===== src/rtl/pipeline_hazard_controller.sv =====
`default_nettype none
// ============================================================================
// Module   : pipeline_hazard_controller
// Purpose  : Hazard and sequencing controller for a 5-stage pipeline.
//            Generates PC / IF/ID / ID/EX / EX/MEM load enables, the IF/ID
//            flush and the ID/EX bubble. Handles load-use stalls, multi-cycle
//            taken-branch flushes and whole-pipeline freezes on a busy data
//            memory. Keeps saturating stall and flush counters.
// Ports    : clock, reset_n (async, active low)
//            id_rs, id_rt, id_uses_rt         - ID-stage source operands
//            ex_rt, ex_mem_read               - EX-stage load destination
//            ex_branch_taken, mem_busy        - branch resolve / memory stall
//            pc_write, if_id_write, if_id_flush, id_ex_write, id_ex_bubble,
//            ex_mem_write, stall_active       - pipeline control
//            stall_count, flush_count         - saturating event counters
// Revision : 1.0 - initial release
// ============================================================================
module pipeline_hazard_controller #(
    parameter int REG_ADDR_W   = 5,
    parameter int FLUSH_CYCLES = 1,
    parameter int CNT_W        = 16
) (
    input  logic                  clock,
    input  logic                  reset_n,
    input  logic [REG_ADDR_W-1:0] id_rs,
    input  logic [REG_ADDR_W-1:0] id_rt,
    input  logic                  id_uses_rt,
    input  logic [REG_ADDR_W-1:0] ex_rt,
    input  logic                  ex_mem_read,
    input  logic                  ex_branch_taken,
    input  logic                  mem_busy,
    output logic                  pc_write,
    output logic                  if_id_write,
    output logic                  if_id_flush,
    output logic                  id_ex_write,
    output logic                  id_ex_bubble,
    output logic                  ex_mem_write,
    output logic                  stall_active,
    output logic [CNT_W-1:0]      stall_count,
    output logic [CNT_W-1:0]      flush_count
);

    // Down-counter only needs to hold FLUSH_CYCLES-1.
    localparam int FC_W = (FLUSH_CYCLES > 1) ? $clog2(FLUSH_CYCLES) : 1;

    localparam logic [1:0]      c_st_run      = 2'd0;
    localparam logic [1:0]      c_st_freeze   = 2'd1;
    localparam logic [1:0]      c_st_flush    = 2'd2;
    localparam logic [FC_W-1:0] c_flush_load  = FC_W'(FLUSH_CYCLES - 1);
    localparam logic [FC_W-1:0] c_flush_last  = FC_W'(1);

    logic [1:0]      r_state;
    logic [FC_W-1:0] r_flush_cnt;
    logic [CNT_W-1:0] r_stall_count;
    logic [CNT_W-1:0] r_flush_count;

    logic [1:0]      w_next_state;
    logic [FC_W-1:0] w_next_flush_cnt;
    logic            w_pc_write;
    logic            w_if_id_write;
    logic            w_if_id_flush;
    logic            w_id_ex_write;
    logic            w_id_ex_bubble;
    logic            w_ex_mem_write;
    logic            w_stall_inc;
    logic            w_flush_inc;
    logic            w_load_use;
    logic            w_multi_flush;

    // A single-cycle flush is fully covered by the branch cycle itself,
    // so the FLUSH state is only entered for longer flush windows.
    generate
        if (FLUSH_CYCLES > 1) begin : g_multi_flush
            assign w_multi_flush = 1'b1;
        end else begin : g_single_flush
            assign w_multi_flush = 1'b0;
        end
    endgenerate

    // Register 0 is hard-wired, so a load to it never creates a hazard.
    assign w_load_use = ex_mem_read && (ex_rt != '0) &&
                        ((ex_rt == id_rs) || (id_uses_rt && (ex_rt == id_rt)));

    always_comb begin
        w_next_state     = r_state;
        w_next_flush_cnt = r_flush_cnt;
        w_pc_write       = 1'b1;
        w_if_id_write    = 1'b1;
        w_if_id_flush    = 1'b0;
        w_id_ex_write    = 1'b1;
        w_id_ex_bubble   = 1'b0;
        w_ex_mem_write   = 1'b1;
        w_stall_inc      = 1'b0;
        w_flush_inc      = 1'b0;

        if (mem_busy) begin
            // Freeze everything; a pending flush window simply waits.
            w_pc_write     = 1'b0;
            w_if_id_write  = 1'b0;
            w_id_ex_write  = 1'b0;
            w_ex_mem_write = 1'b0;
            w_stall_inc    = 1'b1;
            if (r_state != c_st_flush) begin
                w_next_state = c_st_freeze;
            end
        end else if (r_state == c_st_flush) begin
            // EX holds a bubble here, so branch and load-use are ignored.
            w_if_id_flush    = 1'b1;
            w_id_ex_bubble   = 1'b1;
            w_next_flush_cnt = r_flush_cnt - c_flush_last;
            if (r_flush_cnt <= c_flush_last) begin
                w_next_state = c_st_run;
            end
        end else begin
            // RUN, or the release cycle out of FREEZE.
            w_next_state = c_st_run;
            if (ex_branch_taken) begin
                w_if_id_flush  = 1'b1;
                w_id_ex_bubble = 1'b1;
                w_flush_inc    = 1'b1;
                if (w_multi_flush) begin
                    w_next_state     = c_st_flush;
                    w_next_flush_cnt = c_flush_load;
                end
            end else if (w_load_use) begin
                w_pc_write     = 1'b0;
                w_if_id_write  = 1'b0;
                w_id_ex_bubble = 1'b1;
                w_stall_inc    = 1'b1;
            end
        end
    end

    always_ff @(posedge clock or negedge reset_n) begin
        if (!reset_n) begin
            r_state       <= c_st_run;
            r_flush_cnt   <= '0;
            r_stall_count <= '0;
            r_flush_count <= '0;
        end else begin
            r_state     <= w_next_state;
            r_flush_cnt <= w_next_flush_cnt;
            if (w_stall_inc && (r_stall_count != '1)) begin
                r_stall_count <= r_stall_count + 1'b1;
            end
            if (w_flush_inc && (r_flush_count != '1)) begin
                r_flush_count <= r_flush_count + 1'b1;
            end
        end
    end

    // Outputs are forced inactive for the whole time reset is asserted.
    assign pc_write     = reset_n & w_pc_write;
    assign if_id_write  = reset_n & w_if_id_write;
    assign if_id_flush  = reset_n & w_if_id_flush;
    assign id_ex_write  = reset_n & w_id_ex_write;
    assign id_ex_bubble = reset_n & w_id_ex_bubble;
    assign ex_mem_write = reset_n & w_ex_mem_write;
    assign stall_active = reset_n & ~w_pc_write;
    assign stall_count  = r_stall_count;
    assign flush_count  = r_flush_count;

endmodule
`default_nettype wire


===== config.mk =====
export PLATFORM = sky130hd
export DESIGN_NAME = pipeline_hazard_controller
export DESIGN_NICKNAME = d
export VERILOG_FILES = /design/src/rtl/pipeline_hazard_controller.sv
export SDC_FILE = /design/constraint.sdc
export NUM_CORES = 1
export LEC_CHECK = 0
export CAP_MARGIN = 20
export CORE_ASPECT_RATIO = 1.25
export CORE_MARGIN = 2
export CORE_UTILIZATION = 45
export CTS_CLUSTER_DIAMETER = 60
export DETAILED_ROUTE_END_ITERATION = 8
export GPL_ROUTABILITY_DRIVEN = 0
export GPL_TIMING_DRIVEN = 0
export PLACE_DENSITY = 0.79
export SLEW_MARGIN = 0
export SYNTH_ARGS = -nofsm -noshare
export SYNTH_HDL_FRONTEND = slang
export SYNTH_SLANG_ARGS = --single-unit
export TNS_END_PERCENT = 100

===== constraint.sdc =====
create_clock -name clock -period 3.7 [get_ports clock]
set_clock_uncertainty 0.15 [all_clocks]
set_input_delay 0.925 -clock clock [delete_from_list [all_inputs] [get_ports clock]]
set_output_delay 0.925 -clock clock [all_outputs]
set_load 0.03 [all_outputs]

run_1/sizing.png
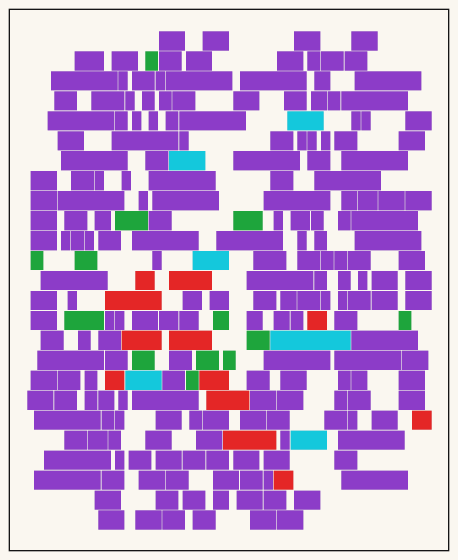
Key: x3 and x4 = red [cells 12, share 5.1%]; x1 and smaller = purple [cells 203, share 87%]; x6 and larger = cyan [cells 6, share 2.6%]; x2 = green [cells 13, share 5.6%]

run_1/class_map.png
Fill, decap, tap and diode cells in grey.
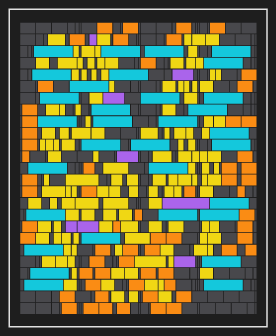
Key: remaining buffers and delay cells = orange [cells 62]; sequential cells = cyan [cells 32]; remaining logic cells = yellow [cells 132]; clock drivers and dummy loads = purple [cells 8]

run_1/placed.png
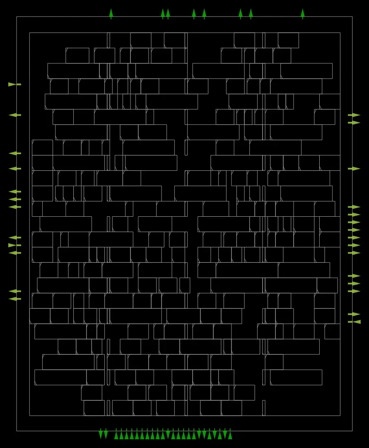
utilization after layout: 66.7%
# rows: 25
core footprint: 3750 µm²
non-filler cells, final: 274
total of fill cells in the finished design: 298

run_1/port_trees.png
Scale bar: 20 µm.
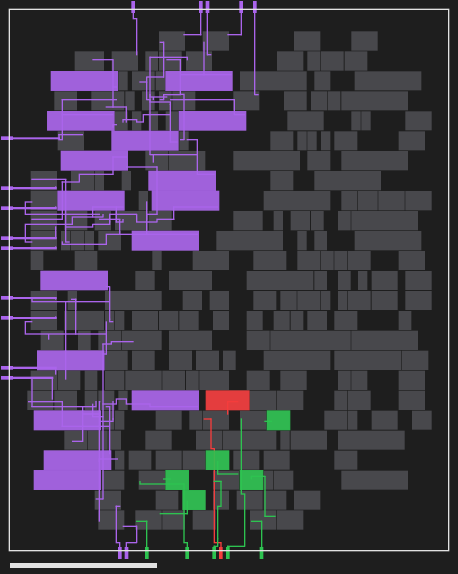
Key: stall_count = purple [bits 16, direction output, edge 9 west, 5 north, 2 south, end cells 16, buffers 16, wire 553 µm]; ex_mem_read = red [bits 1, direction input, edge south, end cells 1, buffers 1, wire 22.9 µm]; id_rt = green [bits 5, direction input, edge south, end cells 5, buffers 5, wire 77.2 µm]

==> PnR_summary.wiki, run 1 <==
== Flow metrics ==
{| class="wikitable"
! Metric !! Value
|-
| Start-to-end type of the worst setup path || input port to output pin
|-
| Number of synthesized register bits || 32
|-
| TritonCTS Buffers || 5
|-
| Ratio of total power to cell area || 599 nW/µm²
|-
| Hold bufs inserted after CTS || 0
|-
| Worst Path Max Fanout || 5
|-
| Fraction of power spent switching nets || 39.6%
|-
| Chip footprint || 4390 µm²
|-
| Flop pwr share || 38.0%
|-
| Data arrival time of the critical path || 2.55 ns
|-
| Die width || 59.7 µm
|-
| Global-route wire length before repair || 6260 µm
|-
| Number of antenna diodes || 0
|-
| Fraction of the yosys area taken by sequential cells || 45.9%
|-
| Number of detailed-routing iterations run before antenna repair || 4
|-
| Internal cell power || 0.000906 W
|-
| Maximum capacitance violations || 0
|-
| Capturing element type of the critical path || output pin
|-
| Number of sinks driven by the clock tree || 32
|-
| Max Clock Freq || 0.276 GHz
|-
| Remaining routing DRC violations || 0
|-
| Post-DRT Antenna Nets || 0
|-
| Area leader share || 45.9%
|-
| Number of gates given a new drive strength after cts || 29
|-
| Buffer cell driving the clock tree root || sky130_fd_sc_hd__clkbuf_8
|-
| Cells after DPL || 265
|-
| Cell area after synthesis || 1740 µm²
|-
| Sequence of cells on the critical path || clkdlybuf4s50_1, nor2b_2, and2_1, clkdlybuf4s50_1
|-
| Timing startpoint of the critical path || mem_busy
|-
| Fp_density || 46.4%
|-
| Net switching power || 0.000594 W
|-
| Die Y-Extent || 73.6 µm
|-
| Fraction of layout instances using a drive strength above 1 || 13.2%
|-
| Combined flip-flop and latch cell area || 801 µm²
|-
| Dominant delay contributor by cell family on the critical path || buffers and inverters
|-
| Largest net degree at the start of global routing || 35
|-
| Routed length per instance || 13.6 µm
|-
| Worst r2r src || stall_count[0]
|-
| Main synth FF type || sky130_fd_sc_hd__dfrtp_1
|-
| Cell occurring most often along the worst timing path || sky130_fd_sc_hd__clkdlybuf4s50_1
|-
| Total negative slack || 0 ns
|-
| Most common cell after layout, fill and taps aside || sky130_fd_sc_hd__clkdlybuf4s50_1
|-
| Unrepaired setup endpoints after global routing || no
|-
| Tightest Hold Check Type || register to register
|-
| Max-slew violation count || 0
|-
| Final period demand of the worst path || 3.63 ns
|-
| Number of failing hold endpoints at the final stage || 0
|-
| Number of nets at floorplan || 189
|-
| Kind of launch point of the worst setup path || input port
|-
| Post-Layout Inst Area || 2500 µm²
|-
| Count of input and output buffers || 59
|-
| P_leak || 1.05 nW
|-
| Setup slack at placement || -0.713 ns
|-
| Total cell area reported by yosys after synthesis || 1740 µm²
|-
| Global route overflow || 0
|-
| Stage delay of the slowest cell on the critical path || 0.68 ns
|-
| IR drop worst, VDD || 0.428 mV
|-
| Slowest cell on the critical path || sky130_fd_sc_hd__clkdlybuf4s50_1
|-
| Syn Inst Count || 166
|-
| Synth top cell by count || sky130_fd_sc_hd__dfrtp_1
|-
| Detailed Place HPWL || 2840 µm
|-
| Count of cell instances traversed by the critical path || 4
|-
| Synthesis warning total || 0
|-
| Worst-Margin Slew || 0.492 ns
|-
| Final setup vio count || 0
|-
| Initial antenna violation count || 0
|-
| Post-synth top area cell || sky130_fd_sc_hd__dfrtp_1
|-
| Crit path required time || 2.62 ns
|-
| Average vias per placed instance || 5.28
|-
| Mean instance size in the synthesized netlist || 10.5 µm²
|-
| Cell types with the largest area share after synthesis || sky130_fd_sc_hd__dfrtp_1, sky130_fd_sc_hd__xnor2_1, sky130_fd_sc_hd__xor2_1
|-
| Comb power frac || 39.9%
|-
| Total via count after detailed routing || 1,448
|-
| Buffer count from post-CTS setup fixing || 1
|-
| GRT Resource Usage Total || 18.9%
|-
| Initial DRC Count || 62
|-
| Warning total across the stage logs || 26
|-
| Final Routed Wirelength || 3730 µm
|-
| Top-level port count || 60
|-
| Area after DPL || 2380 µm²
|-
| Number of global-route vias before repair || 1,420
|-
| Number of cell instances on the worst register-to-register path || 7
|-
| Most instantiated logic cells after routing || sky130_fd_sc_hd__clkdlybuf4s50_1, sky130_fd_sc_hd__dfrtp_1, sky130_fd_sc_hd__xnor2_1
|-
| Comb gate area || 946 µm²
|-
| Fin worst setup slack || 0.0744 ns
|-
| Cell count listed in synth_stat.txt || 166
|-
| Status || complete, no violations
|-
| Maximum buffer depth of the clock tree || 2
|-
| Share of async-settable or async-resettable flops after synthesis || 100%
|-
| WP buf/inv || 2
|-
| Clock tree from TritonCTS || built
|-
| Layout-stage area growth over the synthesis result || 43.7%
|-
| Final worst path period share || 98.0%
|-
| Clk network pwr share || 22.2%
|-
| Clock transition time at the flip-flop clock pins of the worst setup and hold paths || 0.07 ns
|-
| Post-synth tally of flip-flops with integrated enable || 0
|-
| Reg-to-Reg End || stall_count[11]
|-
| Cell variety after synth || 36
|-
| Number of H-tree branching levels || 2
|-
| Fin nets || 256
|-
| Insertion delay at the late pin of the worst-skew pair || 0.29 ns
|-
| Worst rel slew slack || 66.8%
|-
| Register-to-register path setup slack || 1.56 ns
|-
| Critical path capture point || if_id_flush
|-
| Most frequent cells after synthesis || sky130_fd_sc_hd__dfrtp_1, sky130_fd_sc_hd__xnor2_1, sky130_fd_sc_hd__xor2_1, sky130_fd_sc_hd__nand2_1
|}
==> run 1: layout make-up <==
type	count	share of cell area (%)
Buffer	2	0.599
Clock inverter	3	1.70
Tap cell	40	2.00
Inverter	3	0.450
Multi-Input combinational cell	129	37.8
Timing Repair Buffer	60	22.8
Clock buffer	5	2.75
Sequential cell	32	32.0
==> run 1: power by group through the flow <==
stage | Sequential (W) | Clock [W] | Combinational (W)
global placement | 0.000574 | 0 | 0.000593
CTS | 0.000570 | 0.000340 | 0.000605
floorplan | 0.000736 | 0 | 0.000167
global route | 0.000589 | 0.000354 | 0.000638
detailed placement | 0.000574 | 0 | 0.000602
finish | 0.000570 | 0.000333 | 0.000598
==> run 1: stage by stage <==
stage                     hold slack [ns]  power [W]
after floorplan                     0.479   0.000904
after global placement              0.330    0.00117
after detailed placement            0.333    0.00118
after CTS                           0.342    0.00151
after global routing                0.355    0.00158
final                               0.335    0.00150
==> run 1: routing by layer <==
layer | vias up | global-route usage [%] | share of wire, %
met1 | 700 | 20.9 | 38
li1 | 710 | - | -
met5 | - | 0 | 0
met4 | 0 | 8.64 | 1.5
met3 | 6 | 4.93 | 5.0
met2 | 32 | 33.0 | 55
==> run 1: cells by family after synthesis <==
kind of cell / share of synthesized area [%]
xor+xnor: 19.1
fa+ha+maj: 1.44
flops: 45.9
mux: 2.15
compound gates: 6.46
simple gates: 23.4
buf+inv: 1.51
==> run 1: worst min-delay path by stage <==
stage                              start        endpoint  cells after the start
after global placement    stall_count[5]  stall_count[5]                      1
after floorplan                  reset_n  flush_count[0]                      0
after global routing      stall_count[5]  stall_count[5]                      1
after detailed placement  stall_count[5]  stall_count[5]                      1
after CTS                 stall_count[5]  stall_count[5]                      1
final                     stall_count[5]  stall_count[5]                      1
## Run 2: what changed since run 1
--- a/config.mk
+++ b/config.mk
@@ -7,15 +7,15 @@
 export LEC_CHECK = 0
 export CAP_MARGIN = 20
 export CORE_ASPECT_RATIO = 1.25
-export CORE_MARGIN = 2
 export CORE_UTILIZATION = 45
 export CTS_CLUSTER_DIAMETER = 60
 export DETAILED_ROUTE_END_ITERATION = 8
+export DONT_BUFFER_PORTS = 1
 export GPL_ROUTABILITY_DRIVEN = 0
 export GPL_TIMING_DRIVEN = 0
-export PLACE_DENSITY = 0.79
+export PLACE_DENSITY = 0.59
 export SLEW_MARGIN = 0
 export SYNTH_ARGS = -nofsm -noshare
 export SYNTH_HDL_FRONTEND = slang
 export SYNTH_SLANG_ARGS = --single-unit
-export TNS_END_PERCENT = 100
+export TNS_END_PERCENT = 10
run_2/class_map.png
Fill, decap, tap and diode cells in grey.
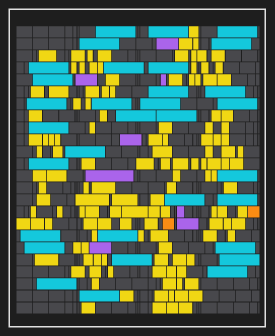
# rows: 24
core footprint: 3600 µm²
fraction of standard cell area that is sequential: 42.1%

run_2/port_trees.png
Scale bar: 20 µm.
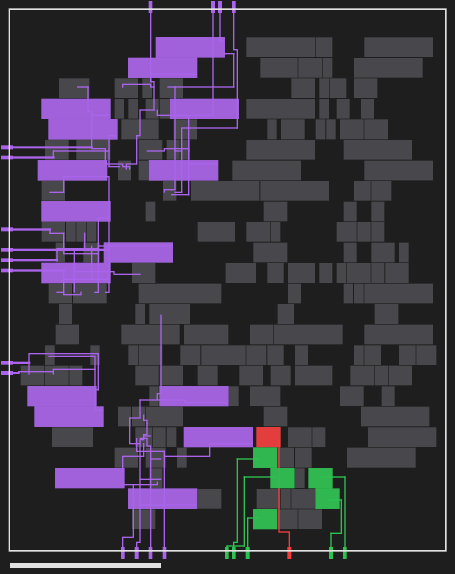
top-level port count: 60
count of input and output buffers: 0

run_2/placed.png
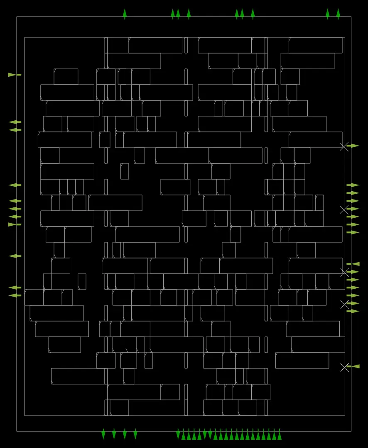
total of fill cells in the finished design: 344
utilization after layout: 52.8%
non-filler cells, final: 213
tap cells: 39
layout sequential cell count: 32

==> PnR_summary.wiki, run 2 <==
== Flow metrics ==
{| class="wikitable"
! Metric !! Value
|-
| Combined flip-flop and latch cell area || 801 µm²
|-
| Unrepaired setup endpoints after global routing || no
|-
| Number of detailed-routing iterations run before antenna repair || 6
|-
| Most common cell after layout, fill and taps aside || sky130_fd_sc_hd__dfrtp_1
|-
| Syn Inst Count || 166
|-
| Buffer cell driving the clock tree root || sky130_fd_sc_hd__clkbuf_8
|-
| Number of nets at floorplan || 189
|-
| Number of H-tree branching levels || 2
|-
| Clock tree from TritonCTS || built
|-
| Cell types with the largest area share after synthesis || sky130_fd_sc_hd__dfrtp_1, sky130_fd_sc_hd__xnor2_1, sky130_fd_sc_hd__xor2_1
|-
| Number of synthesized register bits || 32
|-
| Global-route wire length before repair || 5990 µm
|-
| Total via count after detailed routing || 1,265
|-
| Cell area after synthesis || 1740 µm²
|-
| Clock transition time at the flip-flop clock pins of the worst setup and hold paths || 0.07 ns
|-
| Routed length on met3 || 253 µm
|-
| Data arrival time of the critical path || 2.41 ns
|-
| Die width || 57.7 µm
|-
| Worst Path Max Fanout || 3
|-
| Post-Layout Inst Area || 1900 µm²
|-
| Post-synth tally of flip-flops with integrated enable || 0
|-
| Final worst path period share || 94.2%
|-
| Total chip power || 0.00129 W
|-
| GRT Resource Usage Total || 19.1%
|-
| Tightest Hold Check Type || input port to asynchronous set/reset pin
|-
| Setup slack at placement || -0.0176 ns
|-
| Capturing element type of the critical path || output pin
|-
| Mean instance size in the synthesized netlist || 10.5 µm²
|-
| Cell count listed in synth_stat.txt || 166
|-
| Most crowded layer after global routing || met2
|-
| Cells after DPL || 205
|-
| Total negative slack || 0 ns
|-
| Number of sinks driven by the clock tree || 32
|-
| P_leak || 0.812 nW
|-
| Start-to-end type of the worst setup path || input port to output pin
|-
| Worst-Margin Slew || 0.858 ns
|-
| Post-synth top area cell || sky130_fd_sc_hd__dfrtp_1
|-
| Fraction of the yosys area taken by sequential cells || 45.9%
|-
| Insertion delay at the late pin of the worst-skew pair || 0.28 ns
|-
| GR met1 Demand/Resource || 20.5%
|-
| GR Layer Usage met2 || 32.3%
|-
| Final period demand of the worst path || 3.48 ns
|-
| Fin nets || 196
|-
| Initial DRC Count || 64
|-
| Most instantiated logic cells after routing || sky130_fd_sc_hd__dfrtp_1, sky130_fd_sc_hd__xnor2_1, sky130_fd_sc_hd__xor2_1
|-
| Fraction of layout instances using a drive strength above 1 || 12.1%
|-
| Routed length on met1 || 1370 µm
|-
| Ratio of total power to cell area || 676 nW/µm²
|-
| Final Routed Wirelength || 3520 µm
|-
| Warning total across the stage logs || 26
|-
| Remaining routing DRC violations || 5
|-
| Main synth FF type || sky130_fd_sc_hd__dfrtp_1
|-
| Number of global-route vias before repair || 1,298
|-
| Largest net degree at the start of global routing || 35
|-
| Chip footprint || 4130 µm²
|-
| Area leader share || 45.9%
|-
| Layout-stage area growth over the synthesis result || 9.19%
|-
| Buffer count from post-CTS setup fixing || 0
|-
| Area after DPL || 1790 µm²
|-
| GR met3 Demand/Resource || 7.40%
|-
| Violations in the final reports || DRC
|-
| Cell variety after synth || 36
|-
| Top routing layer used || met4
|-
| Hold WS || 0.180 ns
|-
| Number of antenna diodes || 0
|-
| Number of failing hold endpoints at the final stage || 0
|-
| Max-slew violation count || 0
|-
| Share of async-settable or async-resettable flops after synthesis || 100%
|-
| Fp_density || 48.4%
|-
| Detailed Place HPWL || 2650 µm
|-
| Final setup vio count || 0
|-
| Comb gate area || 920 µm²
|-
| Maximum capacitance violations || 0
|-
| Initial antenna violation count || 0
|-
| Status || finished, violations left
|-
| Total cell area reported by yosys after synthesis || 1740 µm²
|-
| Routed length per instance || 16.5 µm
|-
| TritonCTS Buffers || 5
|-
| Max Clock Freq || 0.287 GHz
|-
| Kind of launch point of the worst setup path || input port
|-
| Fin worst setup slack || 0.216 ns
|-
| Die Y-Extent || 71.6 µm
|-
| Synthesis warning total || 0
|-
| Global route overflow || 0
|-
| Post-DRT Antenna Nets || 0
|-
| Worst rel slew slack || 42.7%
|-
| Maximum buffer depth of the clock tree || 2
|-
| Hold bufs inserted after CTS || 0
|-
| IR drop worst, VDD || 0.362 mV
|-
| Crit path required time || 2.62 ns
|-
| Synth top cell by count || sky130_fd_sc_hd__dfrtp_1
|-
| Most frequent cells after synthesis || sky130_fd_sc_hd__dfrtp_1, sky130_fd_sc_hd__xnor2_1, sky130_fd_sc_hd__xor2_1, sky130_fd_sc_hd__nand2_1
|-
| Met2 Wirelength || 1820 µm
|-
| Average vias per placed instance || 5.94
|}
## run 2: cell counts after synthesis
Identical to the previous run, type by type.
## run 2: logic make-up (layout without fill, tap and decap cells)
kind of cell             after synthesis  after routing  share of synthesized area, %
adder cells (fa/ha/maj)                2              2                          1.44
AND-OR/OR-AND                         13             13                          6.46
flip-flops                            32             32                          45.9
multiplexers                           3              3                          2.15
XOR/XNOR                              38             38                          19.1
AND/OR/NAND/NOR                       73             73                          23.4
buffers and inverters                  5             13                          1.51
## run 2: report_power, final
group	switching, W	internal, W
Sequential	0.000328	0.000438
Clock	0.000127	0.000200
Combinational	0.0000982	0.0000948
## run 2: what timing repair did
action | CTS | global route
hold endpoints to repair | 0 | 0
setup endpoints to repair | 1 | 0
resized | 1 | 0
## run 2: path summary, 6_finish.rpt
check	endpoint	cells past startpoint	slack [ns]	startpoint
worst min-delay path	flush_count[6]	0	0.18	reset_n
worst max register to register	stall_count[1]	6	1.33	stall_count[0]
worst min register to register	stall_count[11]	1	0.55	stall_count[11]
max in group asynchronous	flush_count[11]	0	3.13	reset_n
worst max-delay path	pc_write	5	0.22	ex_rt[1]
min in group clock	stall_count[11]	1	0.55	stall_count[11]
## run 2: cell type report
| cell class | count | area share (%) |
|---|---|---|
| plain buffers | 2 | 0.789 |
| clock buffers | 6 | 3.81 |
| clock inverters | 2 | 1.84 |
| inverters | 3 | 0.592 |
| multi-input cells | 129 | 48.3 |
| flip-flops and latches | 32 | 42.1 |
| well taps | 39 | 2.56 |
## run 2: critical path, cell delays in order
cell	delay, ns
sky130_fd_sc_hd__or4_1	0.55
sky130_fd_sc_hd__o21ai_2	0.17
sky130_fd_sc_hd__nor2_1	0.12
sky130_fd_sc_hd__a21boi_2	0.39
sky130_fd_sc_hd__buf_4	0.25
## Run 3: what changed since run 2
--- a/config.mk
+++ b/config.mk
@@ -8,6 +8,7 @@
 export CAP_MARGIN = 20
 export CORE_ASPECT_RATIO = 1.25
 export CORE_UTILIZATION = 45
+export CTS_BUF_LIST = sky130_fd_sc_hd__clkbuf_4 sky130_fd_sc_hd__clkbuf_8
 export CTS_CLUSTER_DIAMETER = 60
 export DETAILED_ROUTE_END_ITERATION = 8
 export DONT_BUFFER_PORTS = 1
run_3/layers.png
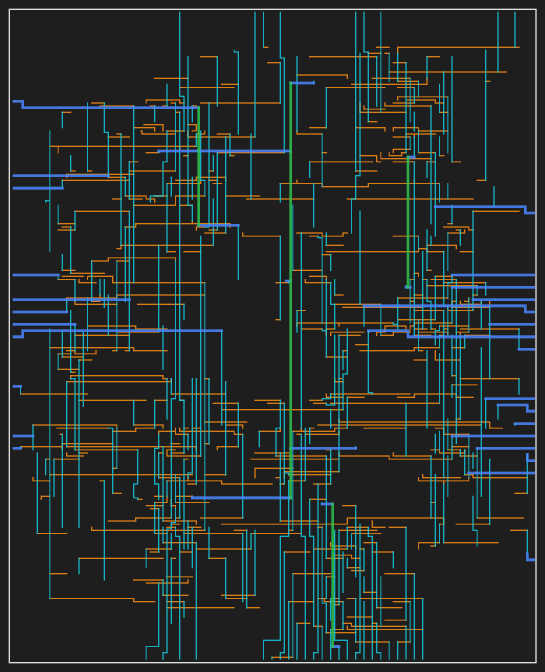
Key: M2 = cyan [wire length 1,820 µm]; M4 = green [wire length 88.4 µm]; M1 = orange [wire length 1,370 µm]; M3 = blue [wire length 253 µm]

run_3/placed.png
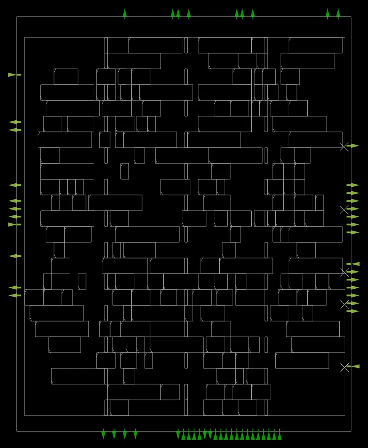
utilization after layout: 52.9%
fraction of standard cell area that is sequential: 42.0%
total of fill cells in the finished design: 342

run_3/sizing.png
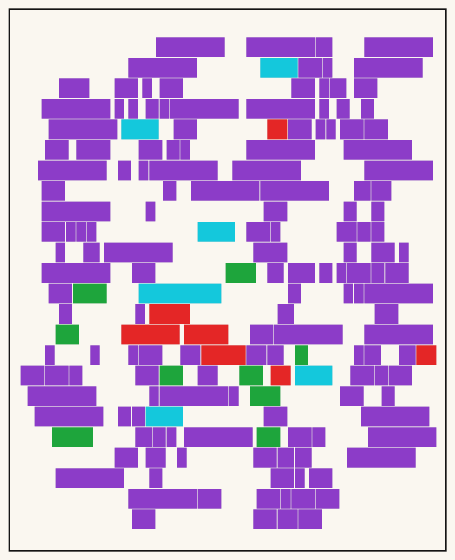
Key: x6 and larger = cyan [cells 6, share 3.4%]; x3 and x4 = red [cells 7, share 4.0%]; x1 and smaller = purple [cells 152, share 87%]; x2 = green [cells 9, share 5.2%]

==> PnR_summary.wiki, run 3 <==
== Flow metrics ==
{| class="wikitable"
! Metric !! Value
|-
| Status || finished, violations left
|-
| Violations in the final reports || DRC
|-
| TritonCTS Buffers || 5
|-
| Sequence of cells on the critical path || or4_1, o21ai_2, nor2_1, a21boi_2, buf_4
|-
| Cell area after synthesis || 1740 µm²
|-
| Maximum capacitance violations || 0
|-
| Crit path required time || 2.62 ns
|-
| Number of gates given a new drive strength after cts || 1
|-
| Critical path capture point || pc_write
|-
| Kind of launch point of the worst setup path || input port
|-
| Final Routed Wirelength || 3530 µm
|-
| Fp_density || 48.4%
|-
| Main synth FF type || sky130_fd_sc_hd__dfrtp_1
|-
| Max-slew violation count || 0
|-
| Ratio of total power to cell area || 678 nW/µm²
|-
| GRT Resource Usage Total || 19.1%
|-
| Warning total across the stage logs || 26
|-
| Number of global-route vias before repair || 1,298
|-
| Number of antenna diodes || 0
|-
| Fraction of layout instances using a drive strength above 1 || 12.6%
|-
| Hold bufs inserted after CTS || 0
|-
| Number of nets at floorplan || 189
|-
| Number of sinks driven by the clock tree || 32
|-
| Area leader share || 45.9%
|-
| Share of async-settable or async-resettable flops after synthesis || 100%
|-
| Most common cell after layout, fill and taps aside || sky130_fd_sc_hd__dfrtp_1
|-
| Number of H-tree branching levels || 2
|-
| Insertion delay at the late pin of the worst-skew pair || 0.28 ns
|-
| Detailed Place HPWL || 2650 µm
|-
| Final worst path period share || 94.2%
|-
| Die width || 57.7 µm
|-
| Mean instance size in the synthesized netlist || 10.5 µm²
|-
| Remaining routing DRC violations || 5
|-
| Buffer count from post-CTS setup fixing || 0
|-
| Synthesis warning total || 0
|-
| Syn Inst Count || 166
|-
| Comb gate area || 920 µm²
|-
| Core footprint || 3600 µm²
|-
| P_leak || 0.815 nW
|-
| Reg-to-Reg End || stall_count[1]
|-
| Layout-stage area growth over the synthesis result || 9.40%
|-
| Capturing element type of the critical path || output pin
|-
| Number of failing hold endpoints at the final stage || 0
|-
| Largest net degree at the start of global routing || 35
|-
| Most instantiated logic cells after routing || sky130_fd_sc_hd__dfrtp_1, sky130_fd_sc_hd__xnor2_1, sky130_fd_sc_hd__xor2_1
|-
| Unrepaired setup endpoints after global routing || no
|-
| Chip footprint || 4130 µm²
|-
| Top-level port count || 60
|-
| Most frequent cells after synthesis || sky130_fd_sc_hd__dfrtp_1, sky130_fd_sc_hd__xnor2_1, sky130_fd_sc_hd__xor2_1, sky130_fd_sc_hd__nand2_1
|-
| Slowest cell on the critical path || sky130_fd_sc_hd__or4_1
|-
| Total negative slack || 0 ns
|-
| Final setup vio count || 0
|-
| Global route overflow || 0
|-
| Data arrival time of the critical path || 2.41 ns
|-
| Fin nets || 196
|-
| Global-route wire length before repair || 5990 µm
|-
| Final period demand of the worst path || 3.48 ns
|-
| Worst r2r src || stall_count[0]
|-
| Worst rel slew slack || 42.7%
|-
| Stage delay of the slowest cell on the critical path || 0.55 ns
|-
| Post-DRT Antenna Nets || 0
|}
==> run 3: worst min-delay path by stage <==
stage | from | endpoint | slack, ns | cells after the start
6_report | reset_n | flush_count[6] | 0.18 | 0
5_1_grt | reset_n | flush_count[1] | 0.16 | 0
4_1_cts | reset_n | stall_count[6] | 0.17 | 0
3_5_place_dp | reset_n | flush_count[6] | 0.48 | 0
3_3_place_gp | reset_n | flush_count[6] | 0.48 | 0
2_1_floorplan | reset_n | flush_count[0] | 0.48 | 0
==> run 3: power breakdown <==
group | internal [W] | leakage [nW] | switching (W) | total (W)
registers | 0.000438 | 0.407 | 0.000328 | 0.000767
logic | 0.0000948 | 0.349 | 0.0000982 | 0.000193
clock network | 0.000207 | 0.0586 | 0.000127 | 0.000334
==> run 3: cell type report <==
type / count / area share, %
clock inverter: 2 / 1.84
inverter: 3 / 0.591
multi-input combinational: 129 / 48.2
sequential: 32 / 42.0
tap: 39 / 2.56
clock buffer: 6 / 4.00
buffer: 2 / 0.787
==> run 3: critical path, delay by kind of cell <==
family | cells | cell delay (ns)
and+or+nand+nor | 2 | 0.67
AOI/OAI and AO/OA | 2 | 0.56
buffers and inverters | 1 | 0.25
==> run 3: cells by family after synthesis <==
group,share of synthesized area [%]
xor gates and xnor gates,19.1
DFF,45.9
AOI/OAI and AO/OA,6.46
muxes,2.15
adders and majority gates,1.44
and+or+nand+nor,23.4
buffers and inverters,1.51
==> run 3: metal layers <==
metal | global-route usage (%) | part of all wire, % | wire length [µm] | up-vias
li1 | - | - | - | 589
met1 | 20.5 | 39 | 1370 | 627
met2 | 32.3 | 51 | 1820 | 38
met3 | 7.40 | 7.2 | 253 | 11
met4 | 9.52 | 2.5 | 88 | 0
met5 | 0 | 0 | 0 | -
Power figures rest on the tool's default switching activity, not on a simulated workload.
